Fig. 1: cell placement
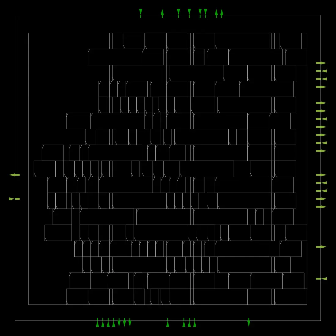
Fig. 2: signal wires by layer
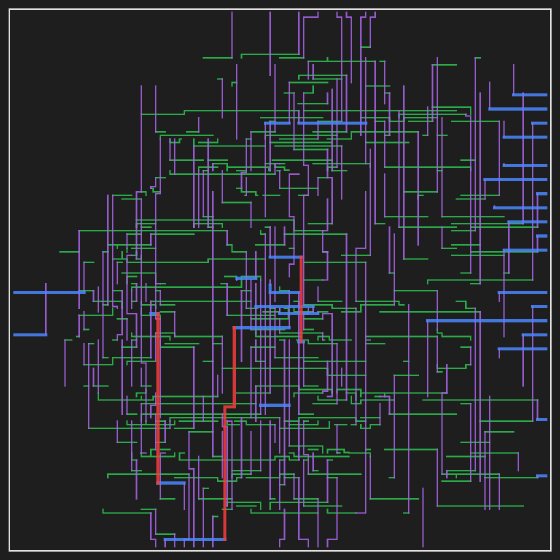
Fig. 3: wiring heat map
10 x 10 tiles, from black (low) to pale yellow (high), scaled to the fullest tile. Values are wire area over tile area, all layers added.
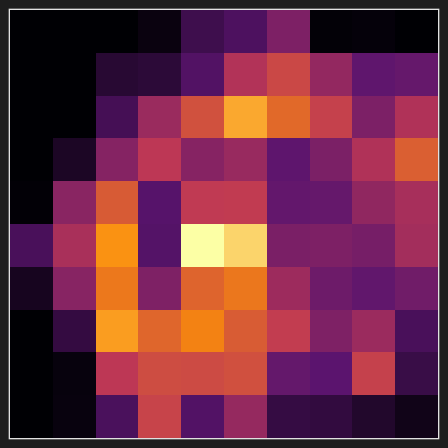
Fig. 4: placement by cell class
The bar under the picture is 20 um long. Fill, decap, tap and diode cells in gray.
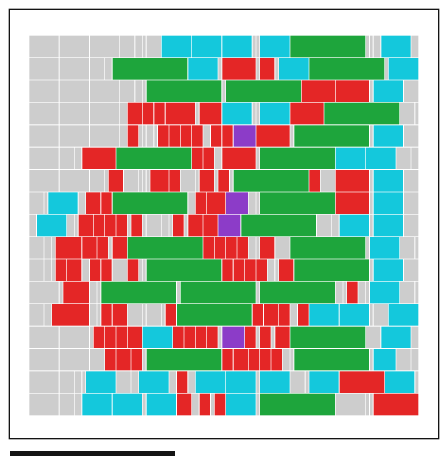
Fig. 5: the metal 1 layer
Supply wires on this layer in gray.
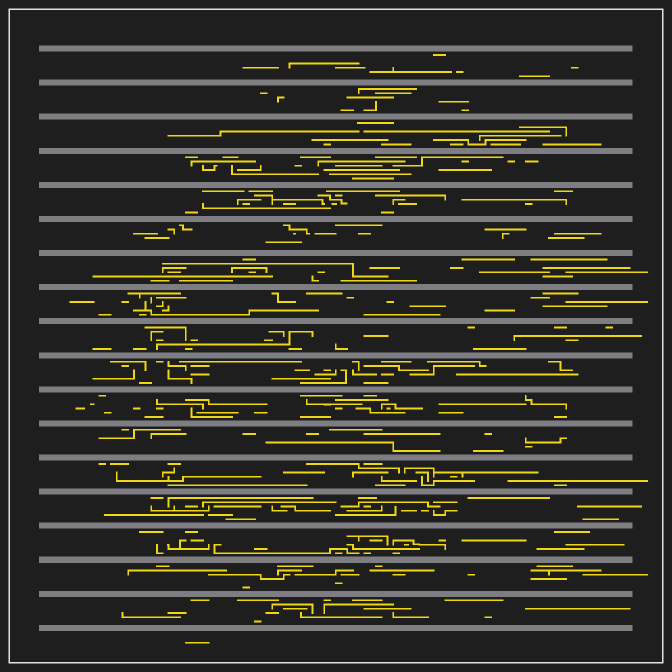
Design ram_reader, sky130hd; sources not shown.
==> GITHUB_STEP_SUMMARY <==
### Yosys + OpenROAD results

| Metric | Value |
|---|---|
| Wl on met1 | 975 um |
| Clock network area share | 1.88% |
| Grt peak-use layer | met2 |
| Xor/xnor share | 1.52% |
| Lkg Pwr | 0.000770 uW |
| Clock Latency Late Sink | 0.30 ns |
| Inserted Diodes | 0 |
| GPL Wtd Cong | 0.737 |
| Hold WC Path Type | in -> async |
| Max-Cap Viols | 0 |
| Crit path kind | reg -> out |
| Detailed Place HPWL | 1900 um |
| Max H-tree Level | 1 |
| Area Overhead vs Synth | 38.5% |
| Status | finished clean |
| Power in sequential cells | 868 uW |
| Startpoint types | flop |
| Largest net degree at the start of global routing | 26 |
| Routed met3 length | 116 um |
| P_int | 1310 uW |
| Residual DRC | 0 |
| Non-clock buffers, area share | 24.9% |
| Async SR Flop Fraction | 100% |
| Die width | 52.0 um |
| TritonCTS clock tree | done |
| Register area share after synthesis | 54.2% |
| Met3 usage | 3.45% |
| Worst path bufs/invs | 1 |
| Root Driver | clkbuf_4 |
| CP delay by family, top | buffers and inverters |
| Repair and plain buffers | 40 |
| Sink Count | 25 |
| DRT antenna net count | 0 |
| Clk pwr share | 12.5% |
| Share of cells above drive strength 1 | 12.7% |
| Netlist Area Pre-Place | 1150 um^2 |
| Overall Power | 1950 uW |
| First DRT Iteration DRCs | 11 |
| Initial antenna violation count | 0 |
| Ys Warns | 0 |
| Post-placement cell area | 1570 um^2 |
| Final min period | 1.57 ns |
| RSZ-0062 raised after global routing | false |
| Fin Clk Skew | 0.00377 ns |
| Via density per instance | 5.07 |
| Worst-Margin Slew | 0.323 ns |
| Largest register FFs | 8 |
| Post-synth cell types | 22 |
| Non-Filler Instances | 193 |
| Cts hold-fix bufs | 0 |
| Yosys aoi share | 4.99% |
| Maximum vdd drop | 0.000643 V |
| Die area | 2710 um^2 |
| TritonCTS Buffers | 3 |
| Nets | 188 |
| Ys cells | 123 |
| Final worst slack | 0.283 ns |
| Cells after Synth | 123 |
| Most numerous cell in the Yosys netlist | nand2_1 |
| Vias in the first global route | 934 |
| Well Taps | 28 |
| Synth area leader | dfrtp_1 |
| Worst Path Max Fanout | 6 |
| TritonRoute pass-1 iters | 6 |
| Pre-CTS WS | 0.253 ns |
| Mean Syn Cell Area | 9.38 um^2 |
| Final period utilization | 84.7% |
| Inverters | 15 |
| Worst path cell trace | clkdlybuf4s50_1 |
| First-pass GRT wire length | 4000 um |
| Synth flops | 25 |
| R2R Setup Slk | 0.45 ns |
| Post-CTS resize count | 0 |
| Max clock buf depth | 2 |
| Switching power | 641 uW |
| Mux area share | 8.46% |
| Max layer used | met4 |
| Layout clock buffer count | 4 |
| Top_reg_cell synth | dfrtp_1 |
| Sw frac | 32.9% |
| Yosys chip area | 1150 um^2 |
## Picture notes: Fig. 1
site row count: 17
Seq/total area: 39.2%
final core utilization: 72.9%
Seq Cell Count: 25
fillers: 149

## Picture notes: Fig. 2
Key: metal 1 = green [wire length 976 um]; metal 4 = red [wire length 45.8 um]; metal 2 = purple [wire length 1300 um]; metal 3 = blue [wire length 116 um]
total track usage: 19.8%
Via Count: 979

## Picture notes: Fig. 3
25% of the tiles are over half the peak. The mean over all tiles is 0.14. 15% of the tiles are nearly empty. The fullest tile reaches 0.44. The emptiest ninth of the die: north-west.
routed wire length: 2430 um
WL per Instance: 12.6 um

## Picture notes: Fig. 4
Key: other buffers and delay cells = cyan [cells 40, share of their area 25%]; clock drivers and dummy loads = purple [cells 4, share of their area 1.9%]; combinational and other logic = red [cells 96, share of their area 33%]; flops = green [cells 25, share of their area 40%]
cell area after layout: 1600 um^2
Core Region: 2190 um^2

## Picture notes: Fig. 5
The layer carries 976 um of wire. The layer holds 40% of the routed length. The longest straight run is 15.2 um. 162 nets have wire on it. The wires run mostly horizontal.
M1 GR Usage: 22.5%

No activity file was given, so power comes from the tool's default toggle rates.
